<file path="src/rtl/zigbee_pkg.sv">
// Shared Zigbee TX-path constants and the symbol sequencer state type.
package zigbee_pkg;

  localparam int WORD_W         = 32;
  localparam int BYTE_W         = 8;
  localparam int SYM_W          = 4;
  localparam int BYTES_PER_WORD = 4;
  localparam int SYMS_PER_WORD  = 8;

  localparam logic [1:0] LAST_SEL = 2'(BYTES_PER_WORD - 1);

  typedef enum logic [1:0] {
    IDLE = 2'd0,
    NIB0 = 2'd1,
    NIB1 = 2'd2
  } seq_state_t;

endpackage

</file>
<file path="src/rtl/symbol_sequencer_nibble_select.sv">
// Picks one 4-bit symbol out of a byte; phase 0 is the first symbol sent.
module nibble_select
  import zigbee_pkg::*;
#(
  parameter bit LOW_NIBBLE_FIRST = 1'b1
) (
  input  logic [BYTE_W-1:0] byte_val,
  input  logic              phase,
  output logic [SYM_W-1:0]  sym
);

  logic take_high;

  always_comb begin
    take_high = LOW_NIBBLE_FIRST ? phase : ~phase;
    sym       = take_high ? byte_val[7:4] : byte_val[3:0];
  end

endmodule

</file>
<file path="src/rtl/symbol_sequencer.sv">
// Word-to-symbol sequencer: holds a payload word, steps the external byte mux
// select and emits two nibble symbols per returned byte under valid/ready.
module symbol_sequencer
  import zigbee_pkg::*;
#(
  parameter bit LOW_NIBBLE_FIRST = 1'b1
) (
  input  logic              clk,
  input  logic              rst_n,
  input  logic              inWordValid,
  input  logic [WORD_W-1:0] inWord,
  output logic              outWordReady,
  output logic [WORD_W-1:0] outWord,
  output logic [1:0]        outSel,
  input  logic [BYTE_W-1:0] inByte,
  output logic              outSymValid,
  output logic [SYM_W-1:0]  outSym,
  output logic              outSymLast,
  input  logic              inSymReady
);

  seq_state_t       state;
  seq_state_t       state_next;
  logic             at_last_sel;
  logic             word_take;
  logic [SYM_W-1:0] sym_raw;

  assign at_last_sel = (outSel == LAST_SEL);
  assign word_take   = outWordReady & inWordValid;

  nibble_select #(
    .LOW_NIBBLE_FIRST(LOW_NIBBLE_FIRST)
  ) u_nibble_select (
    .byte_val(inByte),
    .phase   (state == NIB1),
    .sym     (sym_raw)
  );

  always_ff @(posedge clk) begin
    if (!rst_n) begin
      state <= IDLE;
    end else begin
      state <= state_next;
    end
  end

  always_comb begin
    state_next = state;
    case (state)
      IDLE: if (inWordValid) state_next = NIB0;
      NIB0: if (inSymReady) state_next = NIB1;
      NIB1: begin
        if (inSymReady) begin
          if (!at_last_sel || inWordValid) begin
            state_next = NIB0;
          end else begin
            state_next = IDLE;
          end
        end
      end
      default: state_next = IDLE;
    endcase
  end

  // Ready on the last symbol handshake lets the next word chain in with no bubble.
  always_comb begin
    outSymValid  = (state == NIB0) || (state == NIB1);
    outSymLast   = (state == NIB1) && at_last_sel;
    outWordReady = rst_n && ((state == IDLE) ||
                             ((state == NIB1) && at_last_sel && inSymReady));
    outSym       = outSymValid ? sym_raw : '0;
  end

  always_ff @(posedge clk) begin
    if (!rst_n) begin
      outWord <= '0;
      outSel  <= '0;
    end else if (word_take) begin
      outWord <= inWord;
      outSel  <= '0;
    end else if ((state == NIB1) && inSymReady && !at_last_sel) begin
      outSel <= outSel + 2'd1;
    end
  end

endmodule

</file>
<file path="config.mk">
export PLATFORM = sky130hd
export DESIGN_NAME = symbol_sequencer
export DESIGN_NICKNAME = d
export VERILOG_FILES = /design/src/rtl/zigbee_pkg.sv /design/src/rtl/symbol_sequencer_nibble_select.sv /design/src/rtl/symbol_sequencer.sv
export SDC_FILE = /design/constraint.sdc
export NUM_CORES = 1
export LEC_CHECK = 0
export ABC_AREA = 1
export CAP_MARGIN = 20
export CORE_ASPECT_RATIO = 1.5
export CORE_UTILIZATION = 25
export DETAILED_ROUTE_END_ITERATION = 8
export GPL_TIMING_DRIVEN = 0
export PLACE_DENSITY = 0.66
export SETUP_SLACK_MARGIN = 0.02
export SLEW_MARGIN = 20
export SYNTH_ARGS = -nofsm -noshare
export SYNTH_HDL_FRONTEND = slang
export SYNTH_SLANG_ARGS = --single-unit
</file>
<file path="constraint.sdc">
create_clock -name clk -period 1.8 [get_ports clk]
set_clock_uncertainty 0.15 [all_clocks]
set_input_delay 0.18 -clock clk [delete_from_list [all_inputs] [get_ports clk]]
set_output_delay 0.18 -clock clk [all_outputs]
set_load 0.03 [all_outputs]
</file>
### Port wiring

Scale bar: 20 um.
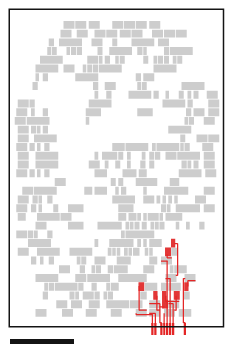
inByte: shown in red, bits 8, direction input, edge bottom, end cells 8, buffers 8, wire 134 um.
number of placed I/O pins: 85
number of input and output port buffers inserted: 82

### Sequential cells coloured by netlist name

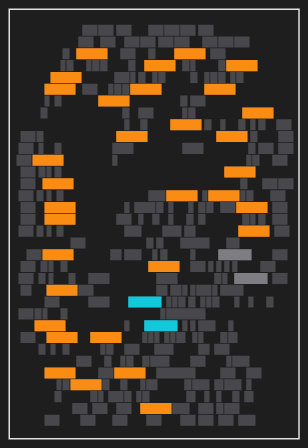
state: shown in cyan, flops 2. outWord: shown in orange, flops 32, where all over the die.

==> qor.json <==
{
  "rr_startpoint": "state[1]$_SDFFE_PN0P_",
  "post-place-ws_ns": -0.467,
  "mean_instance_size_in_the_synthesized_netlist_um2": 7.72,
  "result_of_the_run": "finished, final reports clean",
  "initial_utilization_pct": 26.2,
  "synth.lib_cells_used.distinct": 17,
  "tightest_slew_ns": 0.471,
  "cts.htree.levels": 2,
  "worstSetupStartpoint": "state[0]$_SDFFE_PN0P_",
  "r2r_cells": 8,
  "syn2layout_area_growth_pct": 69.4,
  "place.gp.congestion": 0.713,
  "route.vias.total": 1601,
  "finalHoldViolCount": 0,
  "finalSetupViolCount": 0,
  "post_synth_area_from_yosys_stat_mm2": 0.00155,
  "vias_per_cell": 4.37,
  "cts-hold-fix-buffers": 0,
  "yosys.area_share.simple_pct": 36.4,
  "startpoint_of_the_worst_hold_path": "rst_n",
  "max-cap-violations": 0,
  "syn-cell-area_mm2": 0.00155
}
-- area by class of cell --
cell class                 count  area, um2  share of cell area [%]
tap                           72       90.1                    3.43
timing repair buffer          85        842                    32.0
clock inverter                 1       7.51                   0.286
inverter                      10       40.0                    1.52
buffer                        15       95.1                    3.62
sequential                    36        726                    27.6
clock buffer                   7       86.3                    3.28
multi-input combinational    140        742                    28.2
-- registers in the layout, indices dropped and copies added (netlist names) --
register  flops
outWord      32
outSel        2
state         2
-- final timing paths --
check,to,slack (ns)
setup / recovery,outWordReady,0.09
hold / removal,state[0]$_SDFFE_PN0P_,0.05
setup reg to reg,outWord[25]$_SDFFE_PN0P_,0.25
hold reg to reg,outWord[24]$_SDFFE_PN0P_,0.32
-- cells in the mapped netlist --
library cell	number	area share (%)
sky130_fd_sc_hd__dfxtp_1	36	46
sky130_fd_sc_hd__nand2_1	44	11
sky130_fd_sc_hd__clkbuf_1	4	0.97
sky130_fd_sc_hd__a21boi_4	1	1.2
sky130_fd_sc_hd__nand3_1	66	21
sky130_fd_sc_hd__nand3_2	2	1.3
sky130_fd_sc_hd__buf_1	2	0.48
sky130_fd_sc_hd__nor2_1	13	3.1
sky130_fd_sc_hd__o21ai_0	5	1.6
sky130_fd_sc_hd__buf_2	5	1.6
sky130_fd_sc_hd__o21bai_1	1	0.48
sky130_fd_sc_hd__inv_1	10	2.4
sky130_fd_sc_hd__buf_4	1	0.48
sky130_fd_sc_hd__buf_6	3	2.2
sky130_fd_sc_hd__a21oi_1	1	0.32
sky130_fd_sc_hd__xor2_1	1	0.56
sky130_fd_sc_hd__ha_1	6	4.8
-- layer usage --
layer  track usage [%]  up-vias  part of all wire (%)
met2              24.0       41                    51
met1              16.7      713                    43
met5                 0        -                     0
met4              3.93        0                  0.94
met3              3.70        4                   4.7
li1                  -      843                     -
-- metrics by stage --
step	cell area (um2)	hold slack, ns
2_1_floorplan	1560	0.168
3_3_place_gp	2470	0.301
3_5_place_dp	2470	0.309
4_1_cts	2610	0.0368
5_1_grt	2630	0.0520
6_report	2630	0.0472
-- power breakdown --
group / leakage, nW / switching, mW / internal [mW] / total [mW]
Combinational: 0.809 / 1.08 / 0.819 / 1.90
Sequential: 0.297 / 0.109 / 0.981 / 1.09
Clock: 0.0445 / 0.285 / 0.311 / 0.596
Total: 1.15 / 1.47 / 2.11 / 3.58
-- kinds of logic (layout without fill, tap and decap cells) --
logic type / after synthesis / count (layout)
adders and majority gates: 6 / 6
AOI/OAI and AO/OA: 8 / 8
DFF: 36 / 36
xor gates and xnor gates: 1 / 1
buffers and inverters: 25 / 118
and+or+nand+nor: 125 / 125
-- timing repair --
| action | CTS | global route |
|---|---|---|
| gates resized | 53 | 7 |
| hold endpoints to repair | 0 | 0 |
| setup buffers | 3 | 0 |
| pin swaps | 1 | 1 |
| setup endpoints to repair | 7 | 5 |
-- worst max-delay path: cells and delay by family, from the launching register on --
kind	cells	cell delay (ns)
DFF	1	0.33
AOI/OAI and AO/OA	1	0.18
adders and majority gates	1	0.15
buffers and inverters	4	0.46
Power is estimated from default activity; no workload was simulated.
